[src/rtl/credit_tx.sv]
// Credit-based transmit end of the valid/ready pipe: a local enqueue handshake feeds
// registered valid-only link beats, gated by a count of free slots in the remote receiver.
module credit_tx #(
   parameter int DATA_SIZE = 1,
   parameter int CREDITS   = 4,
   parameter int CNT_W     = $clog2(CREDITS + 1)
) (
   input  logic                 clk,
   input  logic                 rst,
   input  logic [DATA_SIZE-1:0] enq_data,
   input  logic                 enq_valid,
   output logic                 enq_ready,
   output logic [DATA_SIZE-1:0] tx_data,
   output logic                 tx_valid,
   input  logic                 credit_ret,
   input  logic                 drain_req,
   output logic                 drain_done,
   output logic [CNT_W-1:0]     credit_cnt,
   output logic                 err_overflow
);

   localparam logic [CNT_W-1:0] CREDITS_FULL = CNT_W'(CREDITS);

   typedef enum logic [1:0] {
      S_INIT,
      S_RUN,
      S_DRAIN,
      S_WAIT_REL
   } state_t;

   state_t                 state_reg, state_next;
   logic [CNT_W-1:0]       credit_cnt_reg, credit_cnt_next;
   logic                   tx_valid_reg, tx_valid_next;
   logic [DATA_SIZE-1:0]   tx_data_reg, tx_data_next;
   logic                   drain_done_reg, drain_done_next;
   logic                   err_overflow_reg, err_overflow_next;
   logic                   enq_ready_c;
   logic                   accept;

   always_ff @(posedge clk) begin
      if (rst) begin
         state_reg        <= S_INIT;
         credit_cnt_reg   <= CREDITS_FULL;
         tx_valid_reg     <= 1'b0;
         tx_data_reg      <= '0;
         drain_done_reg   <= 1'b0;
         err_overflow_reg <= 1'b0;
      end else begin
         state_reg        <= state_next;
         credit_cnt_reg   <= credit_cnt_next;
         tx_valid_reg     <= tx_valid_next;
         tx_data_reg      <= tx_data_next;
         drain_done_reg   <= drain_done_next;
         err_overflow_reg <= err_overflow_next;
      end
   end

   // enq_ready depends only on registers and drain_req, never on enq_valid.
   always_comb begin
      state_next      = state_reg;
      enq_ready_c     = 1'b0;
      drain_done_next = 1'b0;
      unique case (state_reg)
         S_INIT: begin
            state_next = S_RUN;
         end
         S_RUN: begin
            enq_ready_c = (credit_cnt_reg != '0) && !drain_req;
            if (drain_req) begin
               state_next = S_DRAIN;
            end
         end
         S_DRAIN: begin
            if (credit_cnt_reg == CREDITS_FULL) begin
               drain_done_next = 1'b1;
               state_next      = S_WAIT_REL;
            end
         end
         S_WAIT_REL: begin
            if (!drain_req) begin
               state_next = S_RUN;
            end
         end
         default: begin
            state_next = S_INIT;
         end
      endcase
   end

   assign accept = enq_valid && enq_ready_c;

   always_comb begin
      credit_cnt_next   = credit_cnt_reg;
      err_overflow_next = err_overflow_reg;
      tx_valid_next     = accept;
      tx_data_next      = tx_data_reg;
      if (accept) begin
         tx_data_next = enq_data;
      end
      // A simultaneous accept and return cancel out, even at full count.
      unique case ({accept, credit_ret})
         2'b10: credit_cnt_next = credit_cnt_reg - 1'b1;
         2'b01: begin
            if (credit_cnt_reg == CREDITS_FULL) begin
               err_overflow_next = 1'b1;
            end else begin
               credit_cnt_next = credit_cnt_reg + 1'b1;
            end
         end
         default: credit_cnt_next = credit_cnt_reg;
      endcase
   end

   assign enq_ready    = enq_ready_c;
   assign tx_valid     = tx_valid_reg;
   assign tx_data      = tx_data_reg;
   assign drain_done   = drain_done_reg;
   assign credit_cnt   = credit_cnt_reg;
   assign err_overflow = err_overflow_reg;

endmodule
[config.mk]
export PLATFORM = sky130hd
export DESIGN_NAME = credit_tx
export DESIGN_NICKNAME = d
export VERILOG_FILES = /design/src/rtl/credit_tx.sv
export SDC_FILE = /design/constraint.sdc
export NUM_CORES = 1
export LEC_CHECK = 0
export ABC_AREA = 0
export CORE_AREA = 2 2 39 41
export DETAILED_ROUTE_END_ITERATION = 8
export DIE_AREA = 0 0 41 43
export GPL_TIMING_DRIVEN = 0
export HOLD_SLACK_MARGIN = 0.05
export PLACE_DENSITY = 0.65
export SYNTH_ARGS = -nofsm -noshare
export SYNTH_HDL_FRONTEND = slang
export SYNTH_SLANG_ARGS = --single-unit
[constraint.sdc]
create_clock -name clk -period 2.7 [get_ports clk]
set_input_delay 0.405 -clock clk [delete_from_list [all_inputs] [get_ports clk]]
set_output_delay 0.405 -clock clk [all_outputs]
set_load 0.005 [all_outputs]
**Run 1: signal wires on met1**

Scale bar: 10 um. Supply wires on this layer in gray.
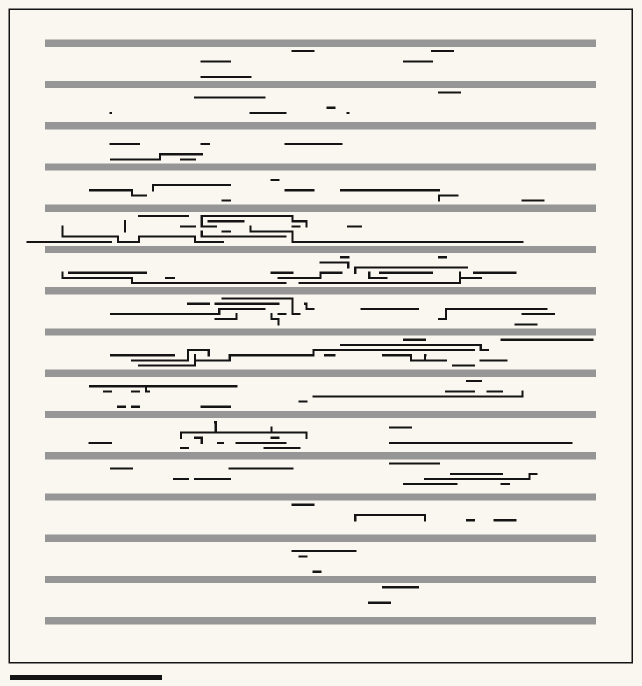
main direction = horizontal
share of all routed wire = 43%
nets with wire on the layer = 62
wire length on this layer = 381 um
longest straight run = 15.2 um

**Run 1: the metal 2 layer**

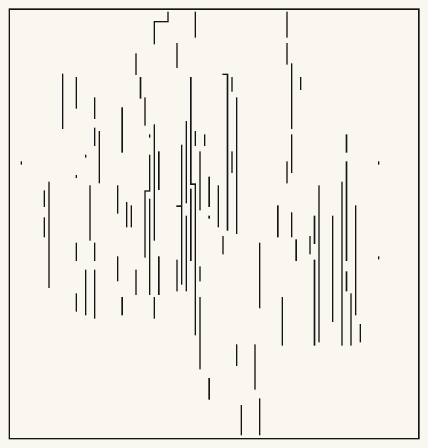
longest straight run = 16.3 um
share of all routed wire = 45%
wire length on this layer = 391 um

**Run 1: the metal 3 layer**

Scale bar: 10 um. Cells faint in the background.
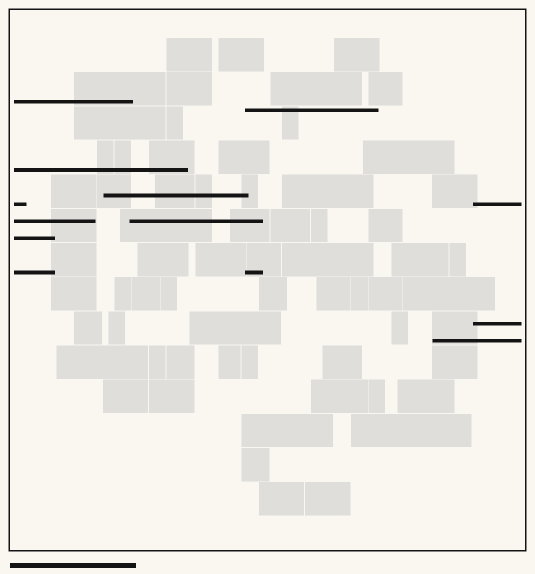
share of all routed wire = 9.4%
wire length on this layer = 82.7 um
main direction = horizontal
longest straight run = 13.6 um

==> flow_metrics.env, run 1 <==
# yosys + openroad results
export IMPL_maxCapViolations=0
export IMPL_cts_setup_buffers=0
export IMPL_routed_via_density=4.878
export IMPL_final_max_slew_viol_count=0
export IMPL_syn2layout_area_growth_pct=35.43
export IMPL_grt_use_met3=0.08901
export IMPL_synth_avg_cell_area_sq_um=10.16
export IMPL_placed_cells=78
export IMPL_slew_headroom=0.7346
export IMPL_netlist_top_cells_area="dfxtp_1 36%, ha_1 7.5%, nor2_1 6.8%, mux2i_1 6.0%, a221oi_4 5.3%"
export IMPL_use_met2=0.1844
export IMPL_ant_nets=0
export IMPL_yosysWarningCount=0
export IMPL_p_seq_frac=0.383
export IMPL_antenna_found_initial=0
export IMPL_seq_area_frac=0.2672
export IMPL_num_tap_cells=16
export IMPL_wl_met2_um=390
export IMPL_grt_busiest_layer="met2"
export IMPL_power_density_mw_per_mm2=759.5
export IMPL_status="completed"
export IMPL_largest_reg_flops=3
export IMPL_critical_path_most_common_cell="clkdlybuf4s50_1"
export IMPL_netlist_area_leader_share=0.3618
export IMPL_comb_area_share=0.4490
export IMPL_pin_count=14
export IMPL_top_layer_used="met4"
export IMPL_dpl_hpwl_um=651.2
export IMPL_fin_crit_sh=0.8161
export IMPL_gp_congestion=0.7647
export IMPL_holdBufCountCts=0
export IMPL_flop_count=9
export IMPL_yosysSeqAreaShare=0.3618
export IMPL_rsz0062_at_grt="false"
export IMPL_p_int_uw=342.8
export IMPL_syn_cell_area_sq_um=498.0
export IMPL_setup_viol=0
export IMPL_tns_ps=0
export IMPL_endpoint_kind="output port"
export IMPL_chip_area_sq_mm=0.001763
export IMPL_die_w_um=41
export IMPL_htreeDepth=1
export IMPL_fp_nets=59
export IMPL_netlist_instances=49
export IMPL_synth_flops=9
export IMPL_core_sq_mm=0.001384
export IMPL_wirelength_um=876
export IMPL_worstPathRequired_ps=2300
export IMPL_stdcell_count=82
export IMPL_vdd_drop_max_mv=0.3777
export IMPL_path_cells="clkdlybuf4s50_1, and2b_2, nor2b_1, clkdlybuf4s50_1"
export IMPL_diodes=0
export IMPL_signal_buffer_area_fraction=0.1985
export IMPL_via_count=400
export IMPL_cp_top_family="buffers and inverters"
export IMPL_critical_path_class="input pin to output port"
export IMPL_first_global_vias=373
export IMPL_largest_area_cell="dfxtp_1"
export IMPL_tightestPinTransition_ps=398.0
export IMPL_ys_top_cells_by_count="9 x dfxtp_1, 9 x nor2_1"
export IMPL_final_comb_area_sq_um=302.8
export IMPL_p_leak_nw=0.2994
export IMPL_seqCellArea_sq_um=180.2
export IMPL_yosysCellCount=49
export IMPL_n_all_buffers=14
export IMPL_clock_root_buffer="clkbuf_4"
export IMPL_grt_remaining_overflow=0
export IMPL_firstDrtPassIters=4
export IMPL_floorplan_core_util=0.3599
export IMPL_drc_errors=0
export IMPL_numPortBuffers=13
export IMPL_clk_pin_slew_ps=60
run 1: stage by stage:
step                      instance area (sq um)  setup slack [ps]  power [mW]  hold slack, ps
after floorplan                           498.0             801.9      0.3383           464.7
after global placement                    648.1             320.0      0.4103           472.8
after detailed placement                  648.1             319.1      0.4140           471.0
after CTS                                 674.4             477.8      0.5214           482.4
after global routing                      674.4             427.0      0.5604           516.7
final                                     674.4             496.5      0.5122           472.6
run 1: layout by cell type, fill, tap and decap left out, drive strengths merged:
cell	netlist	routed
nand3b	1	1
nand2b	1	1
dfxtp	9	9
fa	1	1
nand2	2	2
a211oi	2	2
o32ai	1	1
mux2i	3	3
ha	3	3
and3	1	1
nor3b	1	1
clkdlybuf4s50	0	13
and2b	1	1
inv	3	3
xnor2	1	1
or3b	1	1
nor3	1	1
a41oi	1	1
mux2	2	2
a221oi	1	1
nor2	9	9
nor2b	3	3
clkbuf	1	5
run 1: final timing paths:
check	cells after the start	endpoint	startpoint	slack [ps]
setup / recovery	4	enq_ready	drain_req	500
setup reg to reg	9	credit_cnt[2]	state_reg[1]	680
hold reg to reg	2	err_overflow	err_overflow	470
hold / removal	2	err_overflow	err_overflow	470
run 1: power by group through the flow:
| stage | sequential (mW) | clock, mW | combinational (mW) |
|---|---|---|---|
| floorplan | 0.194 | 0 | 0.144 |
| global placement | 0.199 | 0 | 0.212 |
| detailed placement | 0.200 | 0 | 0.214 |
| CTS | 0.197 | 0.109 | 0.216 |
| global route | 0.201 | 0.119 | 0.241 |
| finish | 0.196 | 0.104 | 0.212 |
run 1: logic make-up after synthesis:
| logic type | share of synthesized area |
|---|---|
| fa+ha+maj | 0.1156 |
| xor+xnor | 0.01759 |
| buf+inv | 0.03014 |
| compound gates | 0.1181 |
| simple gates | 0.2513 |
| flops | 0.3618 |
| mux | 0.1055 |
==> run 2: changes to the inputs <==
- clock period: 2.7 -> 2.1 ns (I/O delays scaled with it)
**Run 2: the metal 3 layer**

Scale bar: 10 um. Cells faint in the background.
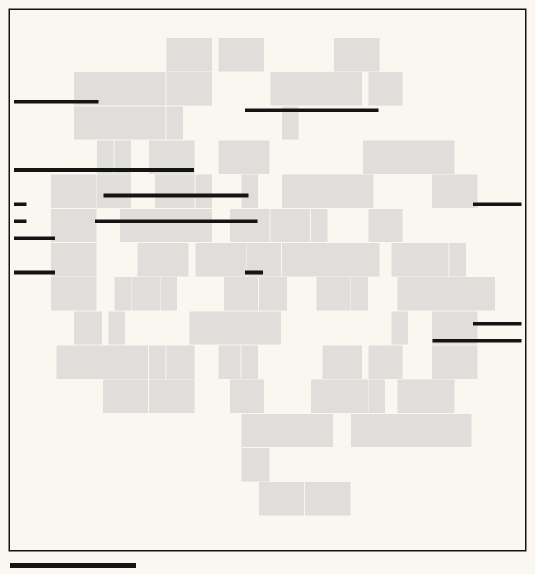
nets with wire on the layer = 10
longest straight run = 14.0 um
main direction = horizontal
share of all routed wire = 8.6%

**Run 2: signal wires on met1**

Scale bar: 10 um. Supply wires on this layer in gray.
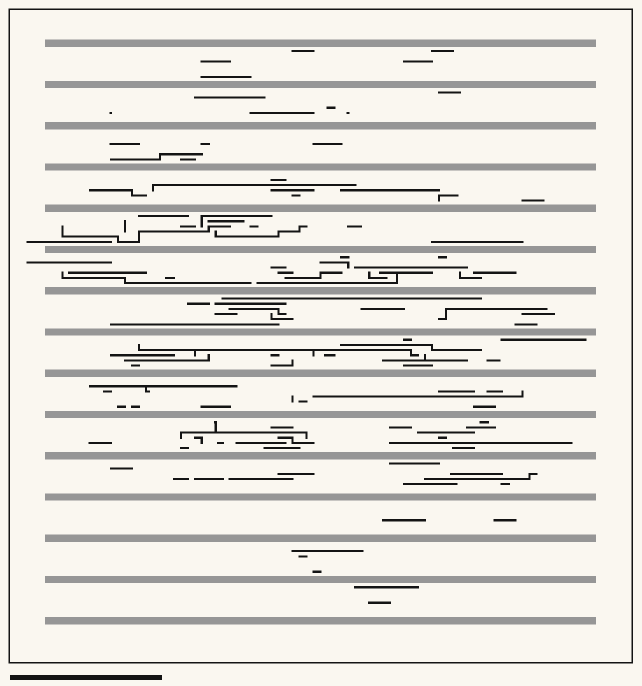
wire length on this layer = 400 um
nets with wire on the layer = 63

**Run 2: selected gate families**

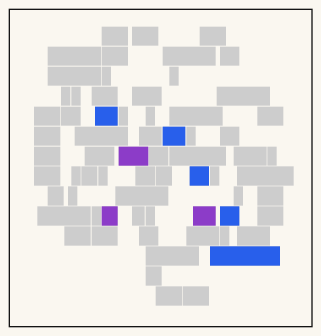
and/or cells -> purple  # cells 3
aoi and oai cells -> blue  # cells 5, most used a211oi_1

==> flow_metrics.env, run 2 <==
# yosys + openroad results
export IMPL_status="completed"
export IMPL_cp_start_kind="input pin"
export IMPL_skew_ps=3.290
export IMPL_hold_class="flop to flop"
export IMPL_fill_cells=145
export IMPL_largest_reg_flops=3
export IMPL_synthDistinctLibCells=22
export IMPL_yosys_area_sq_um=498.0
export IMPL_pg_seq_uw=257
export IMPL_synth_flops=9
export IMPL_grt_pass1_wl_um=1566
export IMPL_via_count=418
export IMPL_p_leak_nw=0.3082
export IMPL_pin_count=14
export IMPL_numPortBuffers=13
export IMPL_chip_area_sq_mm=0.001763
export IMPL_fmax_mhz=493.2
export IMPL_crit_path_max_incr_delay_ps=500
export IMPL_cts_tree="done"
export IMPL_p_int_uw=452.0
export IMPL_power_density_mw_per_mm2=972.5
export IMPL_r2r_slack_ps=180
export IMPL_ys_sh_simple=0.2513
export IMPL_r2r_end="credit_cnt[2]"
export IMPL_slew_headroom=0.7381
export IMPL_firstDrtPassIters=4
export IMPL_setup_viol=0
export IMPL_cts_sinks=9
export IMPL_yosysCellCount=49
export IMPL_diodes=0
export IMPL_drt_iter0_markers=2
export IMPL_cp_top_family="buffers and inverters"
export IMPL_top_power_group="combinational logic"
export IMPL_worstPathRequired_ps=1780
export IMPL_holdPathStages=2
export IMPL_gp_congestion=0.7647
export IMPL_synth_edff_count=0
export IMPL_use_met2=0.1844
export IMPL_ys_flop_type="dfxtp_1"
export IMPL_fin_nets=79
export IMPL_vdd_drop_max_mv=0.4863
export IMPL_grt_busiest_layer="met2"
export IMPL_path_cells="clkdlybuf4s50_1, and2b_2, nor2b_1, clkdlybuf4s50_1"
export IMPL_p_comb_frac=0.422
export IMPL_postLayoutCellArea_sq_um=691.9
export IMPL_ant_nets=0
export IMPL_cts_made_buffers=3
export IMPL_setup_ws_ps=72.59
export IMPL_routed_via_density=4.976
export IMPL_sw_frac_of_total=0.3283
export IMPL_largest_area_cell="dfxtp_1"
export IMPL_floorplan_core_util=0.3599
export IMPL_final_max_slew_viol_count=0
export IMPL_wirelength_um=895
export IMPL_crit_fanout=3
export IMPL_htreeDepth=1
export IMPL_antenna_found_initial=0
export IMPL_pre_cts_slack_ps=-190.9
export IMPL_yosysWarningCount=0
export IMPL_grt_use_met3=0.08901
export IMPL_dpl_hpwl_um=651.2
export IMPL_endpoint_kind="output port"
export IMPL_synthTopLogicFamily="simple AND/OR/NAND/NOR gates"
export IMPL_placed_cell_area_sq_um=648.1
export IMPL_clock_latency_ps=260
export IMPL_maxCapViolations=0
export IMPL_layout_top_cell="clkdlybuf4s50_1"
export IMPL_yosysSeqAreaShare=0.3618
export IMPL_clock_root_buffer="clkbuf_4"
export IMPL_clk_pin_slew_ps=60
export IMPL_tightestPinTransition_ps=392.9
export IMPL_first_global_vias=373
export IMPL_grtUsageTotal=0.1382
export IMPL_critical_path_class="input pin to output port"
export IMPL_p_comb_uw=284
export IMPL_rsz0062_at_grt="false"
export IMPL_fp_nets=59
export IMPL_seqCellArea_sq_um=182.7
export IMPL_clock_path_buffers=2
export IMPL_die_w_um=41
export IMPL_final_comb_area_sq_um=302.8
export IMPL_post_route_min_period_ps=2027
export IMPL_ys_sh_mux=0.1055
export IMPL_syn_cell_area_sq_um=498.0
export IMPL_grt_remaining_overflow=0
export IMPL_ys_sh_aoi=0.1181
export IMPL_reg2reg_depth=9
export IMPL_use_met1=0.1601
export IMPL_rows=14
export IMPL_cp_buffers_inverters=2
export IMPL_drc_errors=0
export IMPL_p_seq_frac=0.381
export IMPL_adder_share=0.1156
export IMPL_lay_top_cells="13 x clkdlybuf4s50_1, 9 x nor2_1, 7 x dfxtp_1"
export IMPL_cp_slowest_cell="clkdlybuf4s50_1"
export IMPL_critical_path_arrival_ps=1710
export IMPL_critical_path_most_common_cell="clkdlybuf4s50_1"
export IMPL_fin_crit_sh=0.9654
export IMPL_tool_warnings=28
export IMPL_netlist_instances=49
export IMPL_ys_top_cells_by_count="9 x dfxtp_1, 9 x nor2_1"
export IMPL_drive_above_1_share=0.1912
export IMPL_core_sq_mm=0.001384
export IMPL_route_detailed_wl_per_inst_um=10.65
export IMPL_grt_max_degree=11
export IMPL_min_from="err_overflow"
export IMPL_async_flop_share=0
export IMPL_netlist_top_cells_area="dfxtp_1 36%, ha_1 7.5%, nor2_1 6.8%, mux2i_1 6.0%, a221oi_4 5.3%"
export IMPL_clkPwrFrac=0.197
export IMPL_p_sw_uw=220.9
export IMPL_hold_path_end="err_overflow"
export IMPL_synth_avg_cell_area_sq_um=10.16
export IMPL_netlist_area_leader_share=0.3618
export IMPL_r2r_start="state_reg[1]"
export IMPL_clk_power_uw=133
export IMPL_syn2layout_area_growth_pct=38.94
export IMPL_xor_area_frac=0.01759
export IMPL_die_y_um=43
export IMPL_finalHoldViolCount=0
-- run 2: metal layers --
layer / wire length, um / up-vias
met5: 0 / -
li1: - / 207
met3: 77 / 5
met2: 395 / 12
met4: 22 / 0
met1: 400 / 194
-- run 2: how the worst max path moves through the flow --
stage | start | endpoint | cells after the start | slack (ps)
after floorplan | state_reg[1] | credit_cnt[2] | 9 | 200
after global routing | state_reg[1] | credit_cnt[2] | 9 | 2
after global placement | drain_req | credit_cnt[2] | 8 | -190
after CTS | state_reg[1] | credit_cnt[2] | 9 | 50
final | drain_req | enq_ready | 4 | 70
after detailed placement | drain_req | credit_cnt[2] | 8 | -190
-- run 2: logic make-up (layout without fill, tap and decap cells) --
| logic type | Yosys count | count (layout) |
|---|---|---|
| buf+inv | 4 | 23 |
| xor+xnor | 1 | 1 |
| flops | 9 | 9 |
| mux | 5 | 5 |
| fa+ha+maj | 4 | 4 |
| simple gates | 21 | 21 |
| compound gates | 5 | 5 |
-- run 2: final cells by class --
class	count	share of cell area
Sequential cell	9	0.2640
Multi-Input combinational cell	36	0.4376
Timing Repair Buffer	15	0.2098
Buffer	1	0.005425
Tap cell	16	0.02893
Inverter	3	0.01627
Clock buffer	4	0.03797
-- run 2: metrics by stage --
step / setup TNS [ps] / utilization / hold slack (ps) / total power, mW / cells
after floorplan: 0 / - / 458.9 / 0.4349 / 49
after global placement: -190.0 / 0.4684 / 472.8 / 0.5275 / 78
after detailed placement: -190.9 / 0.4684 / 471.0 / 0.5323 / 78
after CTS: 0 / 0.4873 / 482.4 / 0.6704 / 82
after global routing: 0 / 0.5000 / 516.7 / 0.7323 / 84
final: 0 / 0.5000 / 473.1 / 0.6729 / 84
-- run 2: what timing repair did --
item	4_1_cts	5_1_grt
setup buffers	0	2
gates resized	0	2
endpoints found under the setup margin	0	2
hold buffers	0	0
Power is estimated from default activity; no workload was simulated.
